$ cat src/rtl/hazard_if.sv
// -----------------------------------------------------------------------------
// hazard_if -- pipeline <-> hazard controller signal bundle.
//
// Groups everything the hazard controller observes in ID/EX/MEM, the
// data-memory handshake, and every stall/flush/status output it drives.
//   slave  : hazard_ctrl side (observes stages, drives controls)
//   master : pipeline side (drives stage info, consumes controls)
//
// Stage inputs : rs1_id, rs2_id, use_rs1_id, use_rs2_id, rd_ex, read_mem_ex,
//                branch_taken_ex, read_mem_mem, write_mem_mem
// Handshake    : dmem_req (out), dmem_ready (in)
// Controls     : pc/if_id/id_ex/ex_mem stalls, if_id/id_ex/mem_wb flushes
// Status       : mem_timeout_err, state, stall_cnt, flush_cnt
// -----------------------------------------------------------------------------
interface hazard_if;
   logic [4:0]  rs1_id;
   logic [4:0]  rs2_id;
   logic        use_rs1_id;
   logic        use_rs2_id;
   logic [4:0]  rd_ex;
   logic        read_mem_ex;
   logic        branch_taken_ex;
   logic        read_mem_mem;
   logic        write_mem_mem;
   logic        dmem_ready;
   logic        dmem_req;
   logic        pc_stall;
   logic        if_id_stall;
   logic        id_ex_stall;
   logic        ex_mem_stall;
   logic        if_id_flush;
   logic        id_ex_flush;
   logic        mem_wb_flush;
   logic        mem_timeout_err;
   logic [1:0]  state;
   logic [15:0] stall_cnt;
   logic [15:0] flush_cnt;

   modport slave (
      input  rs1_id, rs2_id, use_rs1_id, use_rs2_id, rd_ex, read_mem_ex,
             branch_taken_ex, read_mem_mem, write_mem_mem, dmem_ready,
      output dmem_req, pc_stall, if_id_stall, id_ex_stall, ex_mem_stall,
             if_id_flush, id_ex_flush, mem_wb_flush, mem_timeout_err, state,
             stall_cnt, flush_cnt
   );

   modport master (
      output rs1_id, rs2_id, use_rs1_id, use_rs2_id, rd_ex, read_mem_ex,
             branch_taken_ex, read_mem_mem, write_mem_mem, dmem_ready,
      input  dmem_req, pc_stall, if_id_stall, id_ex_stall, ex_mem_stall,
             if_id_flush, id_ex_flush, mem_wb_flush, mem_timeout_err, state,
             stall_cnt, flush_cnt
   );
endinterface

$ cat src/rtl/hazard_ctrl.sv
// -----------------------------------------------------------------------------
// hazard_ctrl -- stall/flush sequencer for the 5-stage RISC-V pipeline.
//
// Resolves load-use hazards (one bubble), taken-branch redirects (flush IF/ID
// and ID/EX) and multi-cycle data-memory accesses (freeze PC..EX/MEM, bubble
// MEM/WB) with a wait-cycle timeout that parks the pipeline in ERR until reset.
// Stall/flush/dmem_req are combinational from inputs and state; state, wait
// counter, error flag and the saturating perf counters are registered.
//
// Ports:
//   clk   : clock, rising edge
//   rst_n : asynchronous active-low reset
//   hz    : hazard_if.slave bundle (stage info in, controls/status out)
// Parameter:
//   MEM_TIMEOUT : MEM_WAIT cycles without dmem_ready before ERR (1..255)
// -----------------------------------------------------------------------------
module hazard_ctrl #(
   parameter int unsigned MEM_TIMEOUT = 15
) (
   input  logic     clk,
   input  logic     rst_n,
   hazard_if.slave  hz
);

   typedef enum logic [1:0] {
      ST_RUN      = 2'd0,
      ST_MEM_WAIT = 2'd1,
      ST_ERR      = 2'd2
   } state_t;

   localparam logic [7:0] TIMEOUT_CNT = 8'(MEM_TIMEOUT);

   state_t      r_state;
   logic [7:0]  r_wait_cnt;
   logic        r_timeout_err;
   logic [15:0] r_stall_cnt;
   logic [15:0] r_flush_cnt;

   logic w_mem_acc;
   logic w_load_use;
   logic w_mem_stall;
   logic w_dmem_req;
   logic w_branch_flush;
   logic w_lu_stall;
   logic w_pc_stall;

   // NOTE: every always_comb output gets a default before the case so that no
   // path leaves it unassigned; otherwise synthesis infers a latch.
   always_comb begin
      w_mem_acc  = hz.read_mem_mem | hz.write_mem_mem;
      w_load_use = hz.read_mem_ex & (hz.rd_ex != 5'd0) &
                   ((hz.use_rs1_id & (hz.rs1_id == hz.rd_ex)) |
                    (hz.use_rs2_id & (hz.rs2_id == hz.rd_ex)));
      w_mem_stall = 1'b0;
      w_dmem_req  = 1'b0;
      case (r_state)
         ST_RUN: begin
            w_dmem_req  = w_mem_acc;
            w_mem_stall = w_mem_acc & ~hz.dmem_ready;
         end
         ST_MEM_WAIT: begin
            // On the ready cycle the access is done, so branch/load-use
            // resolve in this same cycle exactly as they would in RUN.
            w_dmem_req  = 1'b1;
            w_mem_stall = ~hz.dmem_ready;
         end
         ST_ERR: w_mem_stall = 1'b1;
         default: ;
      endcase
      // Memory stall dominates: the EX instruction is frozen, so branch and
      // load-use get re-evaluated once the stall releases.
      w_branch_flush = ~w_mem_stall & hz.branch_taken_ex;
      w_lu_stall     = ~w_mem_stall & ~hz.branch_taken_ex & w_load_use;
      w_pc_stall     = w_mem_stall | w_lu_stall;
   end

   assign hz.dmem_req        = w_dmem_req;
   assign hz.pc_stall        = w_pc_stall;
   assign hz.if_id_stall     = w_pc_stall;
   assign hz.id_ex_stall     = w_mem_stall;
   assign hz.ex_mem_stall    = w_mem_stall;
   assign hz.if_id_flush     = w_branch_flush;
   assign hz.id_ex_flush     = w_branch_flush | w_lu_stall;
   assign hz.mem_wb_flush    = w_mem_stall;
   assign hz.mem_timeout_err = r_timeout_err;
   assign hz.state           = r_state;
   assign hz.stall_cnt       = r_stall_cnt;
   assign hz.flush_cnt       = r_flush_cnt;

   // NOTE: sequential state uses non-blocking assignments so every register
   // samples pre-edge values regardless of statement order.
   // NOTE: all state here is control (no memory arrays), so every register is
   // reset; ERR is only left through rst_n.
   always_ff @(posedge clk or negedge rst_n) begin
      if (!rst_n) begin
         r_state       <= ST_RUN;
         r_wait_cnt    <= 8'd0;
         r_timeout_err <= 1'b0;
         r_stall_cnt   <= 16'd0;
         r_flush_cnt   <= 16'd0;
      end else begin
         case (r_state)
            ST_RUN: begin
               if (w_mem_acc && !hz.dmem_ready) begin
                  r_state    <= ST_MEM_WAIT;
                  r_wait_cnt <= 8'd1;
               end
            end
            ST_MEM_WAIT: begin
               if (hz.dmem_ready) begin
                  r_state    <= ST_RUN;
                  r_wait_cnt <= 8'd0;
               end else if (r_wait_cnt == TIMEOUT_CNT) begin
                  r_state       <= ST_ERR;
                  r_timeout_err <= 1'b1;
               end else begin
                  r_wait_cnt <= r_wait_cnt + 8'd1;
               end
            end
            ST_ERR: ;
            default: r_state <= ST_RUN;
         endcase

         if (w_pc_stall && (r_stall_cnt != 16'hFFFF))
            r_stall_cnt <= r_stall_cnt + 16'd1;
         if (w_branch_flush && (r_flush_cnt != 16'hFFFF))
            r_flush_cnt <= r_flush_cnt + 16'd1;
      end
   end

endmodule

$ cat src/flat_wrapper.sv
// flat-port wrapper written by rule: the top's interface ports become plain ports
module hazard_ctrl_flat 
#(
   parameter int unsigned MEM_TIMEOUT = 15
)
  (clk, rst_n, hz_rs1_id, hz_rs2_id, hz_use_rs1_id, hz_use_rs2_id, hz_rd_ex, hz_read_mem_ex, hz_branch_taken_ex, hz_read_mem_mem, hz_write_mem_mem, hz_dmem_ready, hz_dmem_req, hz_pc_stall, hz_if_id_stall, hz_id_ex_stall, hz_ex_mem_stall, hz_if_id_flush, hz_id_ex_flush, hz_mem_wb_flush, hz_mem_timeout_err, hz_state, hz_stall_cnt, hz_flush_cnt);
  hazard_if hz_i ();
  input  logic clk;
  input  logic rst_n;
  input wire logic [$bits(hz_i.rs1_id)-1:0] hz_rs1_id;
  input wire logic [$bits(hz_i.rs2_id)-1:0] hz_rs2_id;
  input wire logic [$bits(hz_i.use_rs1_id)-1:0] hz_use_rs1_id;
  input wire logic [$bits(hz_i.use_rs2_id)-1:0] hz_use_rs2_id;
  input wire logic [$bits(hz_i.rd_ex)-1:0] hz_rd_ex;
  input wire logic [$bits(hz_i.read_mem_ex)-1:0] hz_read_mem_ex;
  input wire logic [$bits(hz_i.branch_taken_ex)-1:0] hz_branch_taken_ex;
  input wire logic [$bits(hz_i.read_mem_mem)-1:0] hz_read_mem_mem;
  input wire logic [$bits(hz_i.write_mem_mem)-1:0] hz_write_mem_mem;
  input wire logic [$bits(hz_i.dmem_ready)-1:0] hz_dmem_ready;
  output wire logic [$bits(hz_i.dmem_req)-1:0] hz_dmem_req;
  output wire logic [$bits(hz_i.pc_stall)-1:0] hz_pc_stall;
  output wire logic [$bits(hz_i.if_id_stall)-1:0] hz_if_id_stall;
  output wire logic [$bits(hz_i.id_ex_stall)-1:0] hz_id_ex_stall;
  output wire logic [$bits(hz_i.ex_mem_stall)-1:0] hz_ex_mem_stall;
  output wire logic [$bits(hz_i.if_id_flush)-1:0] hz_if_id_flush;
  output wire logic [$bits(hz_i.id_ex_flush)-1:0] hz_id_ex_flush;
  output wire logic [$bits(hz_i.mem_wb_flush)-1:0] hz_mem_wb_flush;
  output wire logic [$bits(hz_i.mem_timeout_err)-1:0] hz_mem_timeout_err;
  output wire logic [$bits(hz_i.state)-1:0] hz_state;
  output wire logic [$bits(hz_i.stall_cnt)-1:0] hz_stall_cnt;
  output wire logic [$bits(hz_i.flush_cnt)-1:0] hz_flush_cnt;
  assign hz_i.rs1_id = hz_rs1_id;
  assign hz_i.rs2_id = hz_rs2_id;
  assign hz_i.use_rs1_id = hz_use_rs1_id;
  assign hz_i.use_rs2_id = hz_use_rs2_id;
  assign hz_i.rd_ex = hz_rd_ex;
  assign hz_i.read_mem_ex = hz_read_mem_ex;
  assign hz_i.branch_taken_ex = hz_branch_taken_ex;
  assign hz_i.read_mem_mem = hz_read_mem_mem;
  assign hz_i.write_mem_mem = hz_write_mem_mem;
  assign hz_i.dmem_ready = hz_dmem_ready;
  assign hz_dmem_req = hz_i.dmem_req;
  assign hz_pc_stall = hz_i.pc_stall;
  assign hz_if_id_stall = hz_i.if_id_stall;
  assign hz_id_ex_stall = hz_i.id_ex_stall;
  assign hz_ex_mem_stall = hz_i.ex_mem_stall;
  assign hz_if_id_flush = hz_i.if_id_flush;
  assign hz_id_ex_flush = hz_i.id_ex_flush;
  assign hz_mem_wb_flush = hz_i.mem_wb_flush;
  assign hz_mem_timeout_err = hz_i.mem_timeout_err;
  assign hz_state = hz_i.state;
  assign hz_stall_cnt = hz_i.stall_cnt;
  assign hz_flush_cnt = hz_i.flush_cnt;
  hazard_ctrl #(.MEM_TIMEOUT(MEM_TIMEOUT)) u_core (.clk(clk), .rst_n(rst_n), .hz(hz_i));
endmodule
$ cat config.mk
export PLATFORM = sky130hd
export DESIGN_NAME = hazard_ctrl_flat
export DESIGN_NICKNAME = d
export VERILOG_FILES = /design/src/rtl/hazard_if.sv /design/src/rtl/hazard_ctrl.sv /design/src/flat_wrapper.sv
export SDC_FILE = /design/constraint.sdc
export NUM_CORES = 1
export LEC_CHECK = 0
export ABC_CLOCK_PERIOD_IN_PS = 2050
export CORE_UTILIZATION = 48
export CTS_BUF_LIST = sky130_fd_sc_hd__clkbuf_16
export DETAILED_ROUTE_END_ITERATION = 6
export PLACE_DENSITY_LB_ADDON = 0.1
export REMOVE_ABC_BUFFERS = 1
export SLEW_MARGIN = 10
export SYNTH_ARGS = -nofsm -noshare
export SYNTH_HDL_FRONTEND = slang
export SYNTH_SLANG_ARGS = --single-unit
$ cat constraint.sdc
create_clock -name clk -period 2.05 [get_ports clk]
set_input_delay 0.41 -clock clk [delete_from_list [all_inputs] [get_ports clk]]
set_output_delay 0.41 -clock clk [all_outputs]
set_load 0.01 [all_outputs]
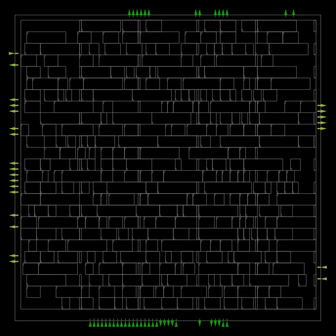
**Above:** placed standard cells.
final core occ: 75.7%
placeable core region: 0.00472 mm^2
final non-filler cell total: 399
Seq/total area: 30.1%
layout sequential cell count: 43

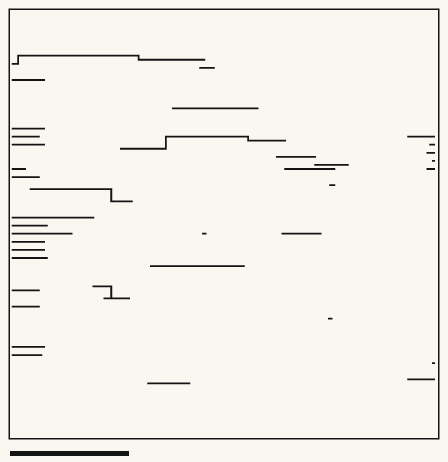
**Above:** metal 3.
The bar under the picture is 20 um long.
The layer carries 263 um of wire. 34 nets have wire on it. The longest straight run is 20.2 um. The layer holds 4.7% of the routed length. The wires run mostly horizontal.

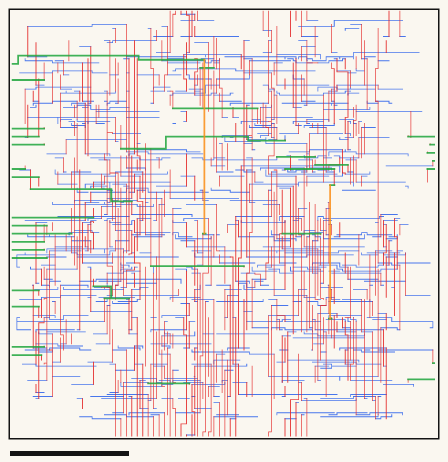
**Above:** metal layers overlaid.
The bar under the picture is 20 um long.
Orange is metal 4, wire length 51.7 um. Red is metal 2, wire length 2,860 um. Green is metal 3, wire length 263 um. Blue is metal 1, wire length 2,460 um.

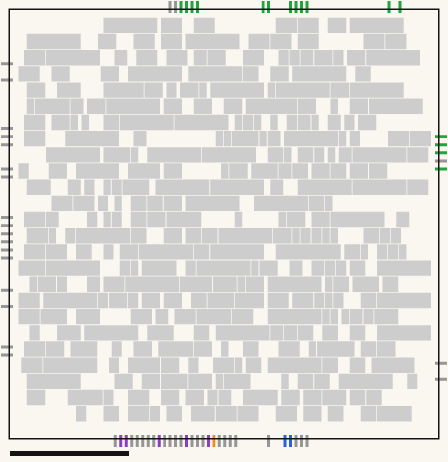
**Above:** I/O pins on the die edge.
The bar under the picture is 20 um long. Pins as bars across the die edge, other pins in grey.
Blue is hz_state, pins 2, direction output, edge bottom. Orange is hz_mem_wb_flush, pins 1, direction output, edge bottom. Purple is hz_rs1_id, pins 5, direction input, edge bottom. Green is hz_flush_cnt, pins 16, direction output, edge 12 top, 4 right.
floorplan die width: 71.9 um
die height: 71.9 um
I/O Buffers: 66

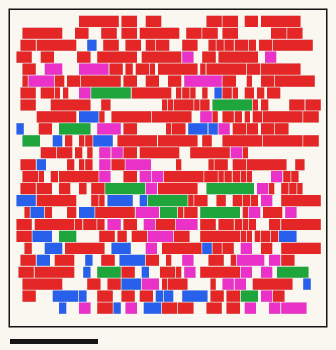
**Above:** sizing map.
The bar under the picture is 20 um long.
Green is _6 and larger, cells 13, share 3.9%. Blue is _2 cells, cells 34, share 10%. Red is _0 and _1 cells, cells 239, share 72%. Magenta is _3 and _4 cells, cells 46, share 14%.

==> GITHUB_STEP_SUMMARY <==
### Flow metrics

| Metric | Value |
|---|---|
| Ratio of total power to cell area | between 900 and 1000 mW/mm^2 |
| Ys async rst share | 100% |
| Final clock skew | 0.00468 ns |
| Final critical path time including I/O delays and setup | slightly above 2 ns |
| Worst-path cell chain | buf_8 -> xor2_2 -> nor4_2 -> a32oi_2 -> buf_4 -> nor2_2 -> nor2_1 -> nor2_1 -> buf_2 |
| Kind of capture point of the worst setup path | primary output |
| Number of global-route vias before repair | 2,005 |
| EDFF count, synth | 0 |
| Synth Area per Inst | 10.4 um^2 |
| Area Growth Syn to Fin | 52.2% |
| NumNets Final | around 360 |
| Mux frac, synth | approximately 1.6% |
| Area of the mapped netlist | between 0.002 and 0.0025 mm^2 |
| DRT Wirelength | around 5.6 mm |
| Top cells by area | sky130_fd_sc_hd__dfrtp_1, sky130_fd_sc_hd__xor2_1, sky130_fd_sc_hd__xnor2_1 |
| Result of the run | finished, final reports clean |
| Clk ins delay skew pair | ~0.28 ns |
| Reg2reg start | u_core.hz.state[0] |
| Pin count of the biggest net entering global routing | 25 |
| Weighted congestion reported at the end of routability-driven placement | a little over 0.8 |
| Top logic cells by instance count in the layout | sky130_fd_sc_hd__dfrtp_1, sky130_fd_sc_hd__clkdlybuf4s50_1, sky130_fd_sc_hd__buf_4 |
| Design area | approximately 0.0036 mm^2 |
| Critical path data arrival time | 1.63 ns |
| Total of hold buffers inserted after clock tree synthesis | 0 |
| Unique cell type count in the Yosys netlist | around 50 |
| Final hold violations | 0 |
| Wire length of the first global-routing pass | between 9 and 10 mm |
| Most used routing layer in global routing | met2 |
| # fillers | roughly 350 |
## report_power, final
part | switching (mW) | internal (mW) | total, mW | leakage [nW]
registers | 0.236 | 1.02 | 1.26 | 0.545
clock network | 0.328 | 0.574 | 0.902 | 0.0838
logic | 0.448 | 0.607 | 1.06 | 0.963
## routing by layer
metal	vias to the layer above	routed length, um
met3	4	262
li1	999	-
met2	50	2860
met1	993	2460
met5	-	0
met4	0	51
## cell type report
cell class / instances / area, um^2 / area share (%)
Clock buffer: 5 / 125 / 3.50
Clock inverter: 3 / 43.8 / 1.23
Inverter: 6 / 22.5 / 0.630
Multi-Input combinational cell: 172 / 1300 / 36.3
Sequential cell: 43 / 1080 / 30.1
Tap cell: 67 / 83.8 / 2.35
Timing Repair Buffer: 103 / 926 / 25.9
## cells in the mapped netlist, types with 4 or more instances
cell                      count
sky130_fd_sc_hd__nand4_1      4
sky130_fd_sc_hd__o21ai_0      6
sky130_fd_sc_hd__nand3_1     18
sky130_fd_sc_hd__xor2_1      21
sky130_fd_sc_hd__nor2_1      19
sky130_fd_sc_hd__inv_1        6
sky130_fd_sc_hd__a21oi_1      5
sky130_fd_sc_hd__dfrtp_1     43
sky130_fd_sc_hd__nor4_1       4
sky130_fd_sc_hd__nand2_1     20
sky130_fd_sc_hd__xnor2_1     18
sky130_fd_sc_hd__and3_1       5
## through the flow
step,power [mW],util [%],TNS [ns]
detailed placement,2.27,69.5,-13.21
global placement,2.25,69.5,-11.78
CTS,3.19,74.1,-0.0291
global route,3.40,75.7,-0.179
floorplan,1.68,-,0
finish,3.22,75.7,0
## registers in the layout, summed over array words and instances (netlist names)
name	flops
u_core.hz.stall_cnt	16
u_core.hz.mem_timeout_err	1
u_core.r_wait_cnt	8
u_core.hz.flush_cnt	16
u_core.hz.state	2
Power figures rest on the tool's default switching activity, not on a simulated workload.
